gate_families.png
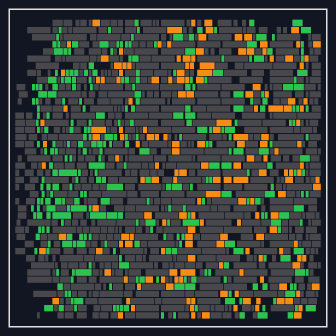
met2.png
Cells faint in the background.
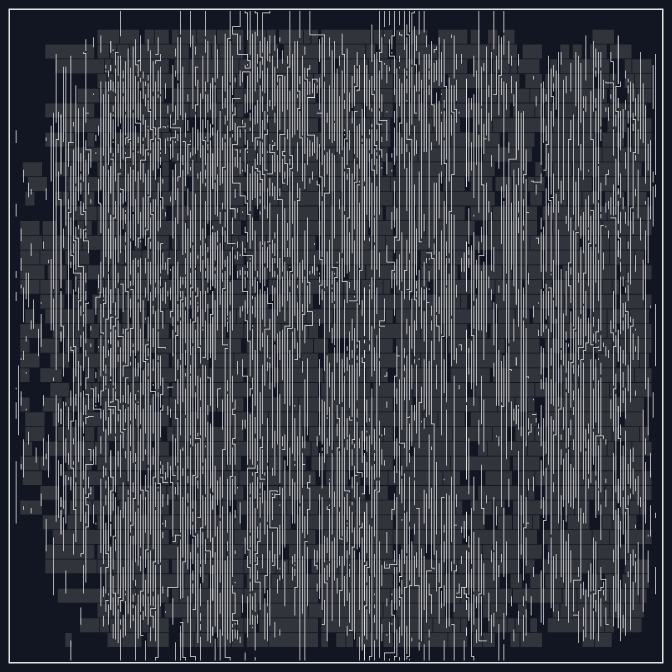
final_placement.png
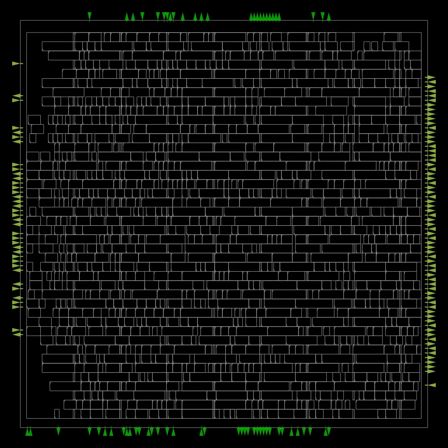
clock_map.png
Bar = 20 µm.
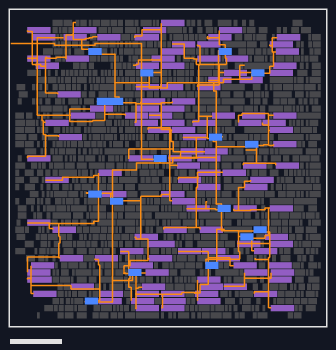
cell_classes.png
Bar = 20 µm.
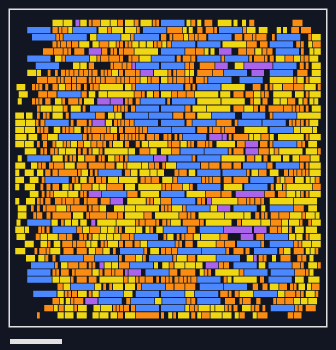
<file path="src/rtl/inst_fetch.sv">
// inst_fetch: instruction-fetch requester for a synchronous instruction memory
// with a fixed 1-cycle read latency. It issues word-aligned fetch addresses and
// presents {instruction, PC} pairs to decode over a valid/ready handshake. A
// 1-entry skid buffer absorbs back-pressure, and redirects flush all in-flight
// state.
// Optional build macro: IFU_PERF_CNT_EN adds the fetch_cnt_o and stall_cnt_o
// performance counters.
module inst_fetch #(
  parameter logic [31:0] RESET_PC = 32'h0000_0000
) (
  input  logic        clk,
  input  logic        rstn,
  input  logic        fetch_en_i,
  input  logic        redirect_i,
  input  logic [31:0] redirect_pc_i,
  output logic [31:0] inst_addr,
  input  logic [31:0] inst_i,
  output logic        if_valid_o,
  input  logic        if_ready_i,
  output logic [31:0] if_inst_o,
  output logic [31:0] if_pc_o
`ifdef IFU_PERF_CNT_EN
  ,
  output logic [31:0] fetch_cnt_o,
  output logic [31:0] stall_cnt_o
`endif
);

  // Fetch address register and the response tracking for the read in flight.
  logic [31:0] pc_q, pc_d;
  logic        rsp_vld_q, rsp_vld_d;
  logic [31:0] rsp_pc_q, rsp_pc_d;

  // Skid entry holding an instruction that decode could not take in time.
  logic        skid_vld_q, skid_vld_d;
  logic [31:0] skid_inst_q, skid_inst_d;
  logic [31:0] skid_pc_q, skid_pc_d;

  logic        stall;
  logic        issue;
  logic        handshake;

  // The low two redirect address bits are dropped to keep fetches word-aligned.
  logic [1:0]  redirect_pc_unused;
  assign redirect_pc_unused = redirect_pc_i[1:0];

  // Memory address comes straight from the PC register.
  assign inst_addr = pc_q;

  // Flow control: stop issuing while the skid is occupied or a response is blocked.
  always_comb begin
    stall     = skid_vld_q | (rsp_vld_q & ~if_ready_i);
    issue     = fetch_en_i & ~stall & ~redirect_i;
    handshake = if_valid_o & if_ready_i;
  end

  // Output mux: the skid entry is older than the live memory response, so it goes first.
  always_comb begin
    if (skid_vld_q) begin
      if_inst_o = skid_inst_q;
      if_pc_o   = skid_pc_q;
    end else begin
      if_inst_o = inst_i;
      if_pc_o   = rsp_pc_q;
    end
    if_valid_o = (skid_vld_q | rsp_vld_q) & ~redirect_i;
  end

  // Next-state logic: a redirect overrides issue, skid capture and skid drain.
  always_comb begin
    pc_d        = pc_q;
    rsp_vld_d   = 1'b0;
    rsp_pc_d    = rsp_pc_q;
    skid_vld_d  = skid_vld_q;
    skid_inst_d = skid_inst_q;
    skid_pc_d   = skid_pc_q;

    if (redirect_i) begin
      pc_d       = {redirect_pc_i[31:2], 2'b00};
      rsp_vld_d  = 1'b0;
      skid_vld_d = 1'b0;
    end else begin
      if (issue) begin
        rsp_vld_d = 1'b1;
        rsp_pc_d  = pc_q;
        pc_d      = pc_q + 32'd4;
      end
      if (rsp_vld_q && !skid_vld_q && !if_ready_i) begin
        skid_vld_d  = 1'b1;
        skid_inst_d = inst_i;
        skid_pc_d   = rsp_pc_q;
      end else if (skid_vld_q && if_ready_i) begin
        skid_vld_d = 1'b0;
      end
    end
  end

  // State registers.
  always_ff @(posedge clk or negedge rstn) begin
    if (!rstn) begin
      pc_q        <= RESET_PC;
      rsp_vld_q   <= 1'b0;
      rsp_pc_q    <= 32'd0;
      skid_vld_q  <= 1'b0;
      skid_inst_q <= 32'd0;
      skid_pc_q   <= 32'd0;
    end else begin
      pc_q        <= pc_d;
      rsp_vld_q   <= rsp_vld_d;
      rsp_pc_q    <= rsp_pc_d;
      skid_vld_q  <= skid_vld_d;
      skid_inst_q <= skid_inst_d;
      skid_pc_q   <= skid_pc_d;
    end
  end

`ifdef IFU_PERF_CNT_EN
  // Free-running performance counters; only reset clears them, redirects do not.
  logic [31:0] fetch_cnt_q, fetch_cnt_d;
  logic [31:0] stall_cnt_q, stall_cnt_d;

  // Count handshakes and cycles where fetch wanted to issue but was blocked.
  always_comb begin
    fetch_cnt_d = fetch_cnt_q;
    stall_cnt_d = stall_cnt_q;
    if (handshake) begin
      fetch_cnt_d = fetch_cnt_q + 32'd1;
    end
    if (fetch_en_i && stall && !redirect_i) begin
      stall_cnt_d = stall_cnt_q + 32'd1;
    end
  end

  // Counter registers.
  always_ff @(posedge clk or negedge rstn) begin
    if (!rstn) begin
      fetch_cnt_q <= 32'd0;
      stall_cnt_q <= 32'd0;
    end else begin
      fetch_cnt_q <= fetch_cnt_d;
      stall_cnt_q <= stall_cnt_d;
    end
  end

  assign fetch_cnt_o = fetch_cnt_q;
  assign stall_cnt_o = stall_cnt_q;
`else
  // Without the counters the handshake term has no consumer.
  logic perf_unused;
  assign perf_unused = handshake;
`endif

endmodule

</file>
<file path="config.mk">
export PLATFORM = sky130hd
export DESIGN_NAME = inst_fetch
export DESIGN_NICKNAME = d
export VERILOG_FILES = /design/src/rtl/inst_fetch.sv
export SDC_FILE = /design/constraint.sdc
export NUM_CORES = 1
export LEC_CHECK = 0
export ABC_AREA = 1
export ABC_CLOCK_PERIOD_IN_PS = 1250
export CORE_MARGIN = 1.5
export CORE_UTILIZATION = 46
export CTS_BUF_LIST = sky130_fd_sc_hd__clkbuf_8
export DETAILED_ROUTE_END_ITERATION = 10
export PLACE_DENSITY = 0.79
export SKIP_LAST_GASP = 1
export SYNTH_ARGS = -nofsm -noshare
export SYNTH_HDL_FRONTEND = slang
export SYNTH_SLANG_ARGS = --single-unit
</file>
<file path="constraint.sdc">
create_clock -name clk -period 1.25 [get_ports clk]
set_input_delay 0.125 -clock clk [delete_from_list [all_inputs] [get_ports clk]]
set_output_delay 0.125 -clock clk [all_outputs]
set_load 0.005 [all_outputs]
</file>
==> run summary <==
Implementation run completed; key figures follow.

Worst setup path:
- STA classifies the critical path endpoint as a register.
- Following the worst setup path forward leads to its endpoint at rsp_pc_q[24].
- Traced cell by cell, the critical path runs through buf_6, buf_6, nor2_4, nand3_4, buf_12, clkbuf_16, a21oi_1.
- In this run the worst path has a maximum fanout of 9.
- The run gives the worst-case reg-to-reg path depth as 7.
- The run gives the most frequent cell on the critical path as sky130_fd_sc_hd__buf_6.
- The run puts the critical path data required time at 1.60 ns.
- The slowest stage of the critical path is the sky130_fd_sc_hd__dfrtp_4 cell.
- The capture point of the worst register-to-register path is recorded as rsp_pc_q[24].
- The run gives the category of the critical setup timing path as register to register.

Run:
- The run puts the max-cap violation count at 0.

Global routing:
- The run gives the maximum number of pins on one net before global-route repair as 38.
- The run gives the number of global-route vias before repair as 6460.
- Total global-route track usage over all layers is 27.7%.
- The run puts the number of antenna violations at the first check in global routing at 0.
- The run puts the final global-route overflow total at 0.
- The run gives the first-pass GRT wire length as 31.5 mm.

Detailed routing:
- The run puts the wire length after detailed routing at 30.4 mm.
- The run puts the count of nets left with antenna violations after detail routing at 0.
- For this run, design rule violations remaining after detail routing come to 0.
- The run gives the DRC violation total after the first TritonRoute iteration as 1139.
- The run gives the vias per cell as 5.97.

Final timing:
- The run puts the final critical-path setup slack at -0.653 ns.
- The run gives the number of failing setup endpoints in the final timing report as 197.
- The run puts the final period demand of the worst path at 1.90 ns.
- The run gives the highest clock rate as 526 MHz.
- The run puts the worst hold margin at 0.151 ns.
- The run puts the number of hold violations in the final report at 0.
- Setup repair after global routing could not meet its margin everywhere.

Power and ir drop:
- The run puts the total power density per cell area at 1210 mW/mm².
- The run puts the peak supply drop at 0.752 mV.
- Per the OpenROAD power report, leakage power amounts to 5.74 nW.
- The design draws 0.0142 W.

Layout:
- The run gives the count of clock buffers in the final design as 20.
- More flip-flops sit in one register than any other, and that register is skid_inst_q.
- Registers take 0.00311 mm².
- The run gives the combinational gate count as 563.
- The layout has 585 filler cells.
- The run puts the layout cell share with drive strength beyond 1 at 45.1%.
- The run puts the total inserted antenna cells at 0.
- The run puts the count of non-CTS buffers in the layout at 369.
- The largest cell class by area is non-clock buffers.
- The run puts the net count reported at finish at 1250.
- The run gives the clock buffer and inverter area fraction after layout as 3.44%.
- The run gives the portion of the layout cell area used by non-clock buffers as 32.9%.
- The run gives the area added between synthesis and finish as 83.7%.

Floorplan:
- The run gives the inserted tap cell count as 176.
- The run gives the overall die area as 0.0145 mm².
- The run gives the number of placement rows as 42.
- According to the I/O placement log, the pin count is 166.
- The run puts the die extent in x at 121 µm.

Synthesis:
- Per Yosys stat, the portion of area used by sequential elements is 48.8%.
- The run gives the flip-flop and latch count after synthesis as 124.
- Looking at area per cell type in the netlist, the leader is sky130_fd_sc_hd__dfrtp_1.
- The run puts the yosys-reported design area after synthesis at 0.00636 mm².
- The run gives the dominant combinational cell family by area after synthesis as simple AND/OR/NAND/NOR gates.
- For reference, XOR and XNOR gates occupy 0.689% of the area reported after synthesis.
- The run puts the count of yosys warnings during synthesis at 0.
- The run gives the post-synth tally of flip-flops with integrated enable as 0.
- The run puts the distinct cell type count of the synthesized netlist at 31.
- The run gives the average cell area after synthesis as 7.61 µm².
- The run puts the number of cell instances after yosys synthesis at 835.
- Sorting the synthesis cell report by count puts at the top sky130_fd_sc_hd__nand2_1.
- The run gives the AND-OR/OR-AND share of the synthesized area as 14.2%.
- The synthesis report names the predominant flop master as sky130_fd_sc_hd__dfrtp_1.
- Summing the areas of all fa, ha and maj instances in the mapped netlist gives 0.197% of the synthesized area.
- The run puts the post-synthesis instance area at 0.00636 mm².
- In this run, the synthesized area fraction spent on and/or/nand/nor cells is recorded as 26.3%.

Placed design:
- The run puts the post-placement worst setup slack at -0.501 ns.
- The run puts the total placed instance area at 0.00899 mm².
- The run gives the placed instance count as 1242.
- Routability-driven placement finished with a final weighted congestion of 0.931.
- The placement report lists the number of port buffers as 159.

CTS:
- The run gives the number of gates given a new drive strength after cts as 141.
- Once the clock tree was built, the setup fixing pass inserted 27 buffers.
- The run puts the clock sink count at 124.
- The run puts the insertion delay at the late pin of the worst-skew pair at 0.46 ns.
- The run puts the number of buffers inserted during clock tree synthesis at 17.
- The run gives the number of buffers inserted by hold repair at cts as 1.
- TritonCTS built the clock tree.
- The tree is rooted in a sky130_fd_sc_hd__clkbuf_8.

Status:
- The run finished, with violations left.
- The final reports fail on setup timing.

Min path:
- The run gives the worst hold-check path type as primary input to asynchronous set/reset pin.
About gate_families.png:
NAND gates: in green, cells 307, most used nand2_1, where all over the die. inverting AOI/OAI gates: in orange, cells 177, most used o21ai_2.

About met2.png:
The wires run mostly vertical. The layer carries 14500 µm of wire. The layer holds 48% of the routed length. The longest straight run is 59.7 µm. 1141 nets have wire on it.

About final_placement.png:
flop share of the area: 26.7%
total number of sequential cells: 124
floorplan core area: 0.0133 mm²
count of non-filler cells in the finished layout: 1368
Core Util, Final: 87.5%

About clock_map.png:
flip-flops: in purple, count 124. cells driving clock nets: in blue, count 17. clock wires: in orange, length 1740 µm.
There are 18 routed clock nets. Position of the flops: all over the die.

About cell_classes.png:
other buffers and delay cells: in yellow, cells 369, share of their area 34%. all other logic: in orange, cells 668, share of their area 36%. flops: in blue, cells 124, share of their area 27%. clock drivers and dummy loads: in purple, cells 31, share of their area 3.5%.

[where the power goes]
part           leakage [nW]  internal, W  switching (W)
registers              1.52      0.00483       0.000746
logic                  3.99      0.00241        0.00245
clock network         0.222      0.00208        0.00166
[layout by cell type, fill, tap and decap left out, types with 7 or more instances in the layout]
cell type                           n
sky130_fd_sc_hd__a21oi_1           12
sky130_fd_sc_hd__buf_12            16
sky130_fd_sc_hd__buf_2             24
sky130_fd_sc_hd__buf_4            124
sky130_fd_sc_hd__buf_6             42
sky130_fd_sc_hd__buf_8              7
sky130_fd_sc_hd__clkbuf_16         22
sky130_fd_sc_hd__clkbuf_2          34
sky130_fd_sc_hd__clkbuf_8          20
sky130_fd_sc_hd__clkdlybuf4s50_1   65
sky130_fd_sc_hd__dfrtp_1          117
sky130_fd_sc_hd__dlymetal6s2s_1    24
sky130_fd_sc_hd__inv_1            106
sky130_fd_sc_hd__nand2_1          172
sky130_fd_sc_hd__nand2_2           29
sky130_fd_sc_hd__nand2_4           44
sky130_fd_sc_hd__nand3_1           26
sky130_fd_sc_hd__nand3_2           12
sky130_fd_sc_hd__nand4_1           10
sky130_fd_sc_hd__nor2_1            18
sky130_fd_sc_hd__nor2_2            19
sky130_fd_sc_hd__nor2_4            25
sky130_fd_sc_hd__o21ai_0           24
sky130_fd_sc_hd__o21ai_1           52
sky130_fd_sc_hd__o21ai_2           69
sky130_fd_sc_hd__o21ai_4           10
[critical path: cells and delay by family (launching register included)]
family	cells	cell delay, ns
AND/OR/NAND/NOR	2	0.36
AND-OR/OR-AND	1	0.26
buffers and inverters	4	0.65
flip-flops	1	0.51
[layer usage]
metal  global-route usage, %  wire (µm)
met5                       0          0
met4                    10.5       1800
met3                    5.90       3360
met2                    44.9      14500
met1                    36.6      10700
Power and IR drop assume default switching activity.
